Figure 1. Wiring heat map (run 1).
Scale bar: 20 microns. 11 x 11 tiles, from dark purple (low) to yellow (high), scaled to the fullest tile. Values are wire area over tile area, all layers added.
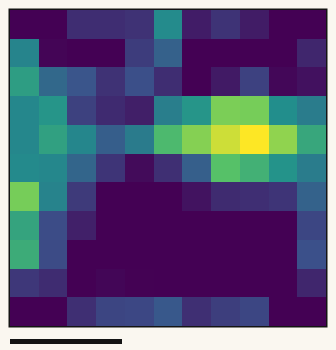
Figure 2. Nets reached from selected ports (run 1).
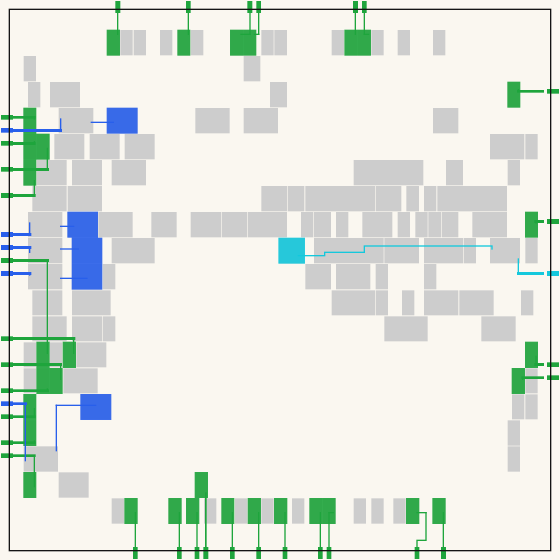
Figure 3. Placed cells, one color a class (run 1).
Scale bar: 20 microns.
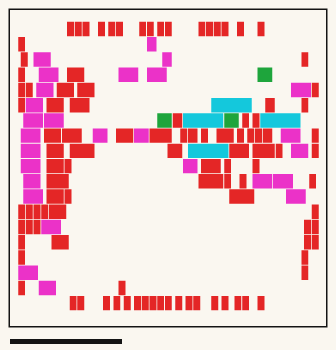
Figure 4. Congestion heat map (run 1).
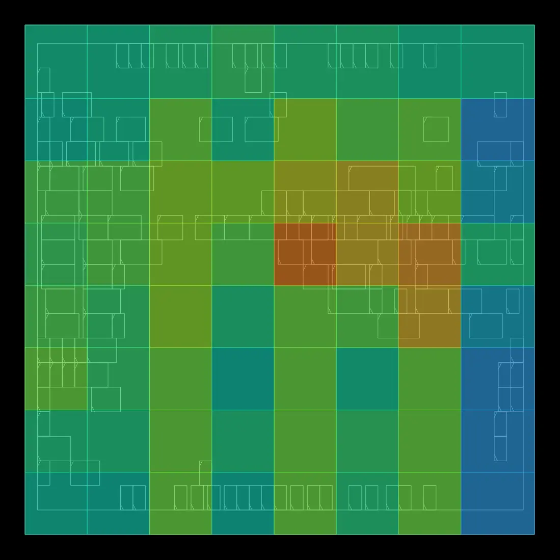
### config.mk
export PLATFORM = sky130hd
export DESIGN_NAME = hazard_unit
export DESIGN_NICKNAME = d
export VERILOG_FILES = /design/src/rtl/common_pkg.sv /design/src/rtl/hazard_unit_perf_counter.sv /design/src/rtl/hazard_unit.sv
export SDC_FILE = /design/constraint.sdc
export NUM_CORES = 1
export LEC_CHECK = 0
export CORE_UTILIZATION = 29
export CTS_CLUSTER_SIZE = 16
export DETAILED_ROUTE_END_ITERATION = 7
export PLACE_DENSITY = 0.86
export SYNTH_ARGS = -nofsm -noshare
export SYNTH_HDL_FRONTEND = slang
export SYNTH_SLANG_ARGS = --single-unit
### constraint.sdc
create_clock -name clk -period 1.9 [get_ports clk]
set_input_delay 0.19 -clock clk [delete_from_list [all_inputs] [get_ports clk]]
set_output_delay 0.19 -clock clk [all_outputs]
set_load 0.01 [all_outputs]
### src/rtl/common_pkg.sv
// Shared core types: control word, hazard FSM states and the ID/EX bubble constant.
package common_pkg;

    typedef struct packed {
        logic       reg_write;
        logic [4:0] write_back_id;
        logic       mem_read;
        logic       mem_write;
        logic       mem_to_reg;
        logic       alu_src;
        logic [3:0] alu_op;
        logic       branch;
        logic       jump;
    } control_t;

    // ID/EX flush loads this: no writes, no memory access, no redirect.
    localparam control_t BUBBLE_CONTROL = '0;

    typedef enum logic {
        HZ_RUN   = 1'b0,
        HZ_FLUSH = 1'b1
    } hazard_state_t;

endpackage

### src/rtl/hazard_unit_perf_counter.sv
// Saturating event counter used for the hazard performance statistics.
module perf_counter #(
    parameter int WIDTH = 32
) (
    input  logic             clk,
    input  logic             rst,
    input  logic             inc,
    output logic [WIDTH-1:0] count
);

    logic [WIDTH-1:0] r_count;

    always_ff @(posedge clk) begin
        if (rst)
            r_count <= '0;
        else if (inc && (r_count != {WIDTH{1'b1}}))
            r_count <= r_count + WIDTH'(1);
    end

    assign count = r_count;

endmodule

### src/rtl/hazard_unit.sv
// Stall/bubble/flush control for the 5-stage pipeline: load-use, redirect discard, memory back-pressure.
// Optional cycle counters are built when HAZARD_PERF_CNT_EN is defined.
module hazard_unit
    import common_pkg::*;
#(
    parameter int unsigned FLUSH_CYCLES = 1
) (
    input  logic        clk,
    input  logic        rst,
    input  control_t    control_ex,
    input  logic [4:0]  rs_1,
    input  logic [4:0]  rs_2,
    input  logic        branch_taken,
    input  logic        mem_busy,
    output logic        pc_write_en,
    output logic        if_id_write_en,
    output logic        if_id_flush,
    output logic        id_ex_flush,
    output logic        ex_mem_write_en,
    output logic [31:0] stall_cycles,
    output logic [31:0] flush_cycles
);

    localparam logic [2:0] LP_FLUSH = 3'(FLUSH_CYCLES);

    hazard_state_t r_state, w_next_state;
    logic [2:0]    r_cnt, w_next_cnt;
    logic          w_lu;
    logic          w_unused_ctrl;

    assign w_lu = control_ex.mem_read && (control_ex.write_back_id != 5'd0) &&
                  ((control_ex.write_back_id == rs_1) || (control_ex.write_back_id == rs_2));

    // Only mem_read and write_back_id matter here.
    assign w_unused_ctrl = ^{control_ex.reg_write, control_ex.mem_write, control_ex.mem_to_reg,
                             control_ex.alu_src, control_ex.alu_op, control_ex.branch, control_ex.jump};

    always_comb begin
        pc_write_en     = 1'b1;
        if_id_write_en  = 1'b1;
        if_id_flush     = 1'b0;
        id_ex_flush     = 1'b0;
        ex_mem_write_en = 1'b1;
        w_next_state    = r_state;
        w_next_cnt      = r_cnt;
        if (rst) begin
            pc_write_en     = 1'b0;
            if_id_write_en  = 1'b0;
            ex_mem_write_en = 1'b0;
            if_id_flush     = 1'b1;
            id_ex_flush     = 1'b1;
            w_next_state    = HZ_RUN;
            w_next_cnt      = 3'd0;
        end else if (mem_busy) begin
            // Freeze everything; a branch in EX is re-presented once busy drops.
            pc_write_en     = 1'b0;
            if_id_write_en  = 1'b0;
            ex_mem_write_en = 1'b0;
        end else if ((r_state == HZ_RUN) && branch_taken) begin
            if_id_flush = 1'b1;
            id_ex_flush = 1'b1;
            if (LP_FLUSH != 3'd0) begin
                w_next_state = HZ_FLUSH;
                w_next_cnt   = LP_FLUSH;
            end
        end else if ((r_state == HZ_RUN) && w_lu) begin
            pc_write_en    = 1'b0;
            if_id_write_en = 1'b0;
            id_ex_flush    = 1'b1;
        end else if (r_state == HZ_FLUSH) begin
            if_id_flush = 1'b1;
            id_ex_flush = 1'b1;
            w_next_cnt  = r_cnt - 3'd1;
            if (r_cnt == 3'd1)
                w_next_state = HZ_RUN;
        end
    end

    always_ff @(posedge clk) begin
        if (rst) begin
            r_state <= HZ_RUN;
            r_cnt   <= 3'd0;
        end else begin
            r_state <= w_next_state;
            r_cnt   <= w_next_cnt;
        end
    end

`ifdef HAZARD_PERF_CNT_EN
    logic w_stall_inc, w_flush_inc;

    assign w_stall_inc = !rst && !mem_busy && (r_state == HZ_RUN) && !branch_taken && w_lu;
    assign w_flush_inc = !rst && !mem_busy &&
                         (((r_state == HZ_RUN) && branch_taken) || (r_state == HZ_FLUSH));

    perf_counter #(.WIDTH(32)) u_stall_cnt (
        .clk   (clk),
        .rst   (rst),
        .inc   (w_stall_inc),
        .count (stall_cycles)
    );

    perf_counter #(.WIDTH(32)) u_flush_cnt (
        .clk   (clk),
        .rst   (rst),
        .inc   (w_flush_inc),
        .count (flush_cycles)
    );
`else
    assign stall_cycles = 32'd0;
    assign flush_cycles = 32'd0;
`endif

endmodule

==> flow_summary.ini, run 1 <==
; yosys + openroad results
[status]
status = complete, no violations

[cells_and_area]
antennaDiodeCount = 0
largest_class = multi-input combinational cells
final_layout_size_suffix_gt1_frac = 0.1007
utilization = 0.3320
fin_nets = 173
bufAreaShareNonClock = 0.2656
combGateArea_sq_um = 518.0
n_sequential_cell = 4
fin_area_sq_um = 923.4

[floorplanning]
fp_util = 0.3090
die_w_microns = 56.45

[setup_path]
rr_worst_depth = 5
path_cells = clkdlybuf4s50_1, xor2_1, nor3_2, a22oi_2, o31ai_1, dlygate4sd2_1
cp-end-kind = primary output
crit_start = rs_2[3]
crit_fanout = 2
crit_buf_inv = 2
cp_num_cells = 6
rrSetupSlack_ns = 0.75
cp-start-kind = primary input
crit_slowest_cell = clkdlybuf4s50_1
cp_slowest_stage_delay_ns = 0.41

[final_timing]
maxSlewViolCount = 0
hold_viol = 0
setup_viol = 0
fin_crit_ns = 1.832
rsz0062_at_grt = false

[place]
placed_area_sq_um = 909.6
place_congestion = 0.7631
dp_hpwl_mm = 1.089

[route]
drcViolationCount = 0
num_vias = 577
dr.first_iter.drc_count = 8
wirelength_mm = 1.202
ant_nets = 0

[synthesis]
synth_flops = 4
ys_types = 21
synthCells = 111
ys_chip_area_sq_um = 859.6
synth_top_cell_by_area = buf_4
top_cells_by_area = buf_4 (57%), xor2_1 (10%), dfxtp_1 (9.3%), nor2_1 (3.5%), ha_1 (2.9%)
synth-edff-count = 0
ys_cells = 111
syn_area_per_cell_sq_um = 7.744

[worst_hold_path]
hold_path_class = register to register
min_delay_worst_endpoint = r_cnt[1]

[clock_tree]
clock_path_buffers = 2
insertion_delay_ns = 0.23
cts_root_buf = clkbuf_4
cts_buffers = 3
cts_post_setup_buffers_inserted = 0
clkTransAtPathRegs_ns = 0.03

[job]
drv_cap = 0

[power_and_ir_drop]
fin_total_pwr_mw = 0.3735
p_per_area_nw_per_um2 = 404.5
leakage_nw = 0.4841

[global_routing]
antenna_found_initial = 0
-- Figure 1 (at the start) --
fullest tile: 0.30
densest ninth of the die: right middle
mean over tiles: 0.066
tiles over half the peak: 15%
nearly empty tiles: 36%

-- Figure 2 (at the start) --
legend:
  green:
    port: stall_cycles
    bits: 32
    direction: output
    end_cells: 32
    buffers: 0
    wire: 121 microns
  blue:
    port: rs_2
    bits: 5
    direction: input
    end_cells: 5
    buffers: 5
    wire: 37.0 microns
  cyan:
    port: id_ex_flush
    bits: 1
    direction: output
    end_cells: 1
    buffers: 1
    wire: 25.7 microns
Port-buffer cells: 24
I/O Pins: 99

-- Figure 3 (at the start) --
legend:
  magenta:
    class: other buffers and delay cells
    cells: 27
    share_of_their_area: 28%
  cyan:
    class: flip-flops
    cells: 4
    share_of_their_area: 9.1%
  red:
    class: all other logic
    cells: 105
    share_of_their_area: 61%
  green:
    class: cells driving clock nets
    cells: 3
    share_of_their_area: 2.5%

-- Figure 4 (at the start) --
GRT busiest layer: met2
GR met3 Demand/Resource: 0.03687
GR Util All Layers: 0.06890

-- run 1: state kept, by name (all words and copies together) (netlist names) --
signal   flops
r_cnt        3
r_state      1
-- run 1: layer usage --
layer	vias up	wire, microns
li1	281	-
met1	244	451
met2	52	578
met3	0	173
met4	0	0
met5	-	0
-- run 1: logic make-up after synthesis --
logic type      share of synthesized area
simple gates                      0.08879
flops                             0.09316
compound gates                    0.08006
mux                               0.01310
buf+inv                            0.5895
other cells                      0.004363
fa+ha+maj                         0.02911
xor+xnor                           0.1019
-- run 1: report_power, final --
| part | internal [mW] | switching (mW) | total [mW] |
|---|---|---|---|
| clock | 0.0706 | 0.0337 | 0.104 |
| sequential | 0.0898 | 0.00599 | 0.0958 |
| combinational | 0.0681 | 0.105 | 0.173 |
| total | 0.228 | 0.145 | 0.374 |
-- run 1: repair_timing --
| action | in CTS | in global routing |
|---|---|---|
| setup endpoints to repair | 3 | 3 |
| pin swaps | 0 | 1 |
| resized | 9 | 5 |
| hold buffers | 0 | 0 |
| endpoints found under the hold margin | 0 | 0 |
-- run 1: metrics by stage --
| step | hold WS, ns | worst slack, ns |
|---|---|---|
| 2_1_floorplan | 0.2591 | 0.5163 |
| 3_3_place_gp | 0.4486 | -0.3864 |
| 3_5_place_dp | 0.4537 | -0.3992 |
| 4_1_cts | 0.4618 | -0.03733 |
| 5_1_grt | 0.4789 | 0.001964 |
| 6_report | 0.4604 | 0.06795 |
-- run 1: cells in the final DEF (no fill, tap or decap), drive strengths merged --
cell type	instances
o41a	1
a21oi	2
a311oi	1
nand2	1
clkbuf	5
a32o	1
nor3	3
o31ai	1
ha	2
xor2	10
inv	5
or4	1
nor2	8
conb	64
o21ai	2
dfxtp	4
dlygate4sd2	6
nor4bb	1
buf	3
a22oi	1
clkdlybuf4s50	16
mux2	1
## Run 2: what changed since run 1
--- a/config.mk
+++ b/config.mk
@@ -8,6 +8,7 @@
 export CORE_UTILIZATION = 29
 export CTS_CLUSTER_SIZE = 16
 export DETAILED_ROUTE_END_ITERATION = 7
+export MAX_ROUTING_LAYER = met4
 export PLACE_DENSITY = 0.86
 export SYNTH_ARGS = -nofsm -noshare
 export SYNTH_HDL_FRONTEND = slang
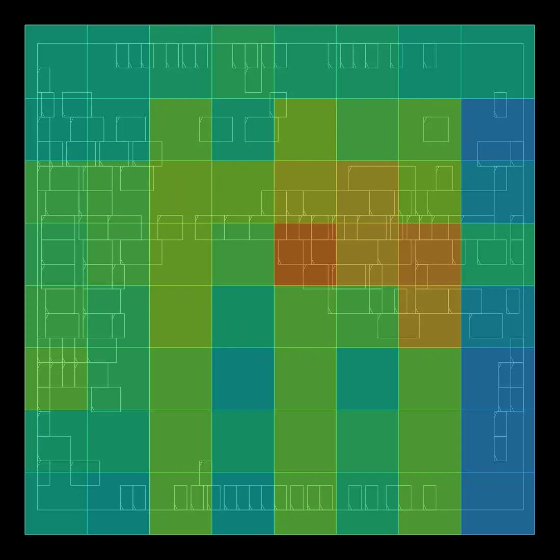
Figure 5: run 2, congestion heat map.
met1 Resource Use GR: 0.07382
Final Core Density: 0.3320
post-DR wirelength/cell: 7.071 microns
met2 Use GR: 0.1210
GR Util All Layers: 0.07080

==> flow_summary.ini, run 2 <==
; yosys + openroad results
[setup_path]
cp-start-kind = primary input
rr_worst_depth = 5
cp-end-kind = primary output

[cells_and_area]
largest_reg_flops = 3
final_layout_size_suffix_gt1_frac = 0.1007
antennaDiodeCount = 0
fin_area_sq_um = 923.4

[route]
wl_met2_microns = 578
dr.first_iter.drc_count = 8
ant_nets = 0

[floorplanning]
die_w_microns = 56.45
ioPinCount = 99
fp_util = 0.3090

[place]
place_congestion = 0.7732
dp_hpwl_mm = 1.089

[final_timing]
setup_viol = 0
hold_viol = 0
final.setup.worst_slack_ns = 0.06795
rsz0062_at_grt = false
maxSlewViolCount = 0

[synthesis]
ys_sh_aoi = 0.08006
mux_share = 0.01310
ys_cells = 111
adder_share = 0.02911
top_cells_by_area = buf_4 (57%), xor2_1 (10%), dfxtp_1 (9.3%), nor2_1 (3.5%), ha_1 (2.9%)
synthCells = 111
ys_chip_area_sq_um = 859.6
syn_area_per_cell_sq_um = 7.744

[power_and_ir_drop]
p_per_area_nw_per_um2 = 404.5
fin_total_pwr_mw = 0.3735

[clock_tree]
clkTransAtPathRegs_ns = 0.03
cts_post_setup_buffers_inserted = 0
cts_root_buf = clkbuf_4

[worst_hold_path]
hold_path_class = register to register

[status]
status = complete, no violations
run 2: cell counts after synthesis:
Identical to the previous run, type by type.
run 2: timing repair:
action / 4_1_cts / 5_1_grt
pin swaps: 0 / 1
resized: 9 / 5
endpoints found under the setup margin: 3 / 3
run 2: layer usage:
| layer | global-route usage | vias to the layer above |
|---|---|---|
| met5 | - | - |
| met4 | 0.01045 | 0 |
| met3 | 0.03687 | 0 |
| met2 | 0.1210 | 52 |
| met1 | 0.07382 | 244 |
| li1 | - | 281 |
run 2: worst max-delay path, stage by stage:
cell and delay [ns]:
clkdlybuf4s50_1 0.41, xor2_1 0.15, nor3_2 0.19, a22oi_2 0.11
o31ai_1 0.29, dlygate4sd2_1 0.30
run 2: area by class of cell:
| type | count | share of cell area |
|---|---|---|
| Multi-Input combinational cell | 100 | 0.5610 |
| Clock buffer | 3 | 0.02439 |
| Inverter | 5 | 0.02033 |
| Tap cell | 31 | 0.04201 |
| Timing Repair Buffer | 27 | 0.2656 |
| Sequential cell | 4 | 0.08672 |
run 2: where the power goes:
group / leakage [nW] / switching, mW / internal [mW] / total [mW]
sequential: 0.0329 / 0.00599 / 0.0898 / 0.0958
clock: 0.0138 / 0.0337 / 0.0706 / 0.104
combinational: 0.437 / 0.105 / 0.0681 / 0.173
total: 0.484 / 0.145 / 0.228 / 0.374
run 2: worst paths after layout:
| kind | from | end | slack (ns) |
|---|---|---|---|
| max | rs_2[3] | id_ex_flush | 0.07 |
| min | r_cnt[1] | r_cnt[1] | 0.46 |
| max reg2reg | r_cnt[0] | r_cnt[2] | 0.75 |
| min reg2reg | r_cnt[1] | r_cnt[1] | 0.46 |
## Run 3: what changed since run 2
--- a/config.mk
+++ b/config.mk
@@ -8,8 +8,10 @@
 export CORE_UTILIZATION = 29
 export CTS_CLUSTER_SIZE = 16
 export DETAILED_ROUTE_END_ITERATION = 7
+export GPL_TIMING_DRIVEN = 0
 export MAX_ROUTING_LAYER = met4
 export PLACE_DENSITY = 0.86
+export SLEW_MARGIN = 20
 export SYNTH_ARGS = -nofsm -noshare
 export SYNTH_HDL_FRONTEND = slang
 export SYNTH_SLANG_ARGS = --single-unit
==> flow_summary.ini, run 3 <==
; yosys + openroad results
[setup_path]
cp_top_family = buffers and inverters
crit_buf_inv = 3
cp_slowest_stage_delay_ns = 0.41
cp-end-kind = primary output
path_cells = clkdlybuf4s50_1, xor2_1, nor3_2, a22oi_2, o41a_1, buf_4, buf_2
cp-start-kind = primary input

[power_and_ir_drop]
maxPowerGroup = combinational cells
pg_comb_mw = 0.270
combPwrFrac = 0.570
pwr-share-seq = 0.202
seq-power_mw = 0.0958
p_sw_mw = 0.1649
fin_total_pwr_mw = 0.4740
p_per_area_nw_per_um2 = 340.7
swShare = 0.3479
internal_power_mw = 0.3091
pwr-share-clk = 0.228

[cells_and_area]
largest_reg_flops = 3
antennaDiodeCount = 0
final_layout_size_suffix_gt1_frac = 0.3731

[worst_hold_path]
hold_path_class = register to register

[floorplanning]
fp_util = 0.3090
ioPinCount = 99
die_w_microns = 56.45

[place]
place_congestion = 0.8697

[status]
status = complete, no violations

[synthesis]
ys_chip_area_sq_um = 859.6
ys_cells = 111
syn_area_per_cell_sq_um = 7.744
synthCells = 111

[route]
wl_per_cell_microns = 6.267
wl_met2_microns = 727
ant_nets = 0

[global_routing]
met3_usage = 0.03687
gr-usage-met1 = 0.09736
grt_util_met2 = 0.1546
gr-usage-all-layers = 0.09042

[clock_tree]
cts_root_buf = clkbuf_4

[final_timing]
setup_viol = 0
hold_viol = 0
==> run 3: cell types whose count changed in the layout (fill, tap and decap cells not counted), sizes merged <==
cell           before  now
clkbuf              5    3
dlygate4sd2         6    9
clkdlybuf4s15       0    1
clkdlybuf4s50      16   13
buf                 3   66
==> run 3: worst paths after layout <==
path	end	depth (start not counted)	slack, ns	startpoint
max	pc_write_en	7	0.06	rs_2[3]
min	r_cnt[1]	1	0.48	r_cnt[1]
max reg2reg	r_cnt[2]	5	0.74	r_cnt[0]
min reg2reg	r_cnt[1]	1	0.48	r_cnt[1]
==> run 3: metrics by stage <==
step / util / instances / setup slack, ns
floorplan: - / 174 / 0.5163
global placement: 0.4944 / 229 / -0.4798
detailed placement: 0.4944 / 229 / -0.4907
CTS: 0.4984 / 232 / 0.00003419
global route: 0.5002 / 232 / 0.002994
finish: 0.5002 / 232 / 0.06232
==> run 3: area by class of cell <==
| class | instances | area (sq um) | area share |
|---|---|---|---|
| flip-flops and latches | 4 | 80.08 | 0.05755 |
| plain buffers | 65 | 488.0 | 0.3507 |
| clock buffers | 3 | 22.52 | 0.01619 |
| repair buffers | 24 | 224.0 | 0.1610 |
| well taps | 31 | 38.79 | 0.02788 |
| multi-input cells | 100 | 519.2 | 0.3732 |
| inverters | 5 | 18.77 | 0.01349 |
==> run 3: cell families (layout without fill, tap and decap cells) <==
kind of cell | count (synthesis) | after routing | synth area share
mux | 1 | 1 | 0.01310
compound gates | 9 | 9 | 0.08006
buf+inv | 70 | 97 | 0.5895
fa+ha+maj | 2 | 2 | 0.02911
other cells | 1 | 64 | 0.004363
flops | 4 | 4 | 0.09316
xor+xnor | 10 | 10 | 0.1019
simple gates | 14 | 14 | 0.08879
==> run 3: what timing repair did <==
item,CTS,global route
setup endpoints to repair,3,2
resized,16,1
pin swaps,4,2
gates cloned,0,0
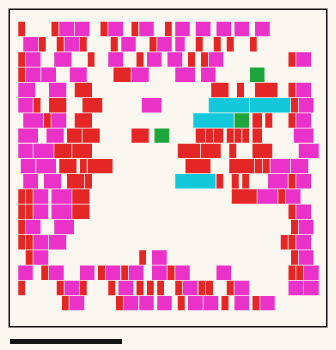
Figure 6: run 3, placed cells, one color a class.
Scale bar: 20 microns.
legend:
  green:
    class: cells driving clock nets
    cells: 3
    share_of_their_area: 1.7%
  cyan:
    class: flip-flops
    cells: 4
    share_of_their_area: 5.9%
  magenta:
    class: other buffers and delay cells
    cells: 89
    share_of_their_area: 53%
  red:
    class: all other logic
    cells: 105
    share_of_their_area: 40%
flop share of the area: 0.05755
Final Core Density: 0.5002
Rows: 19
fin area: 1391 sq um
Core Box Area: 2781 sq um

Power figures rest on the tool's default switching activity, not on a simulated workload.
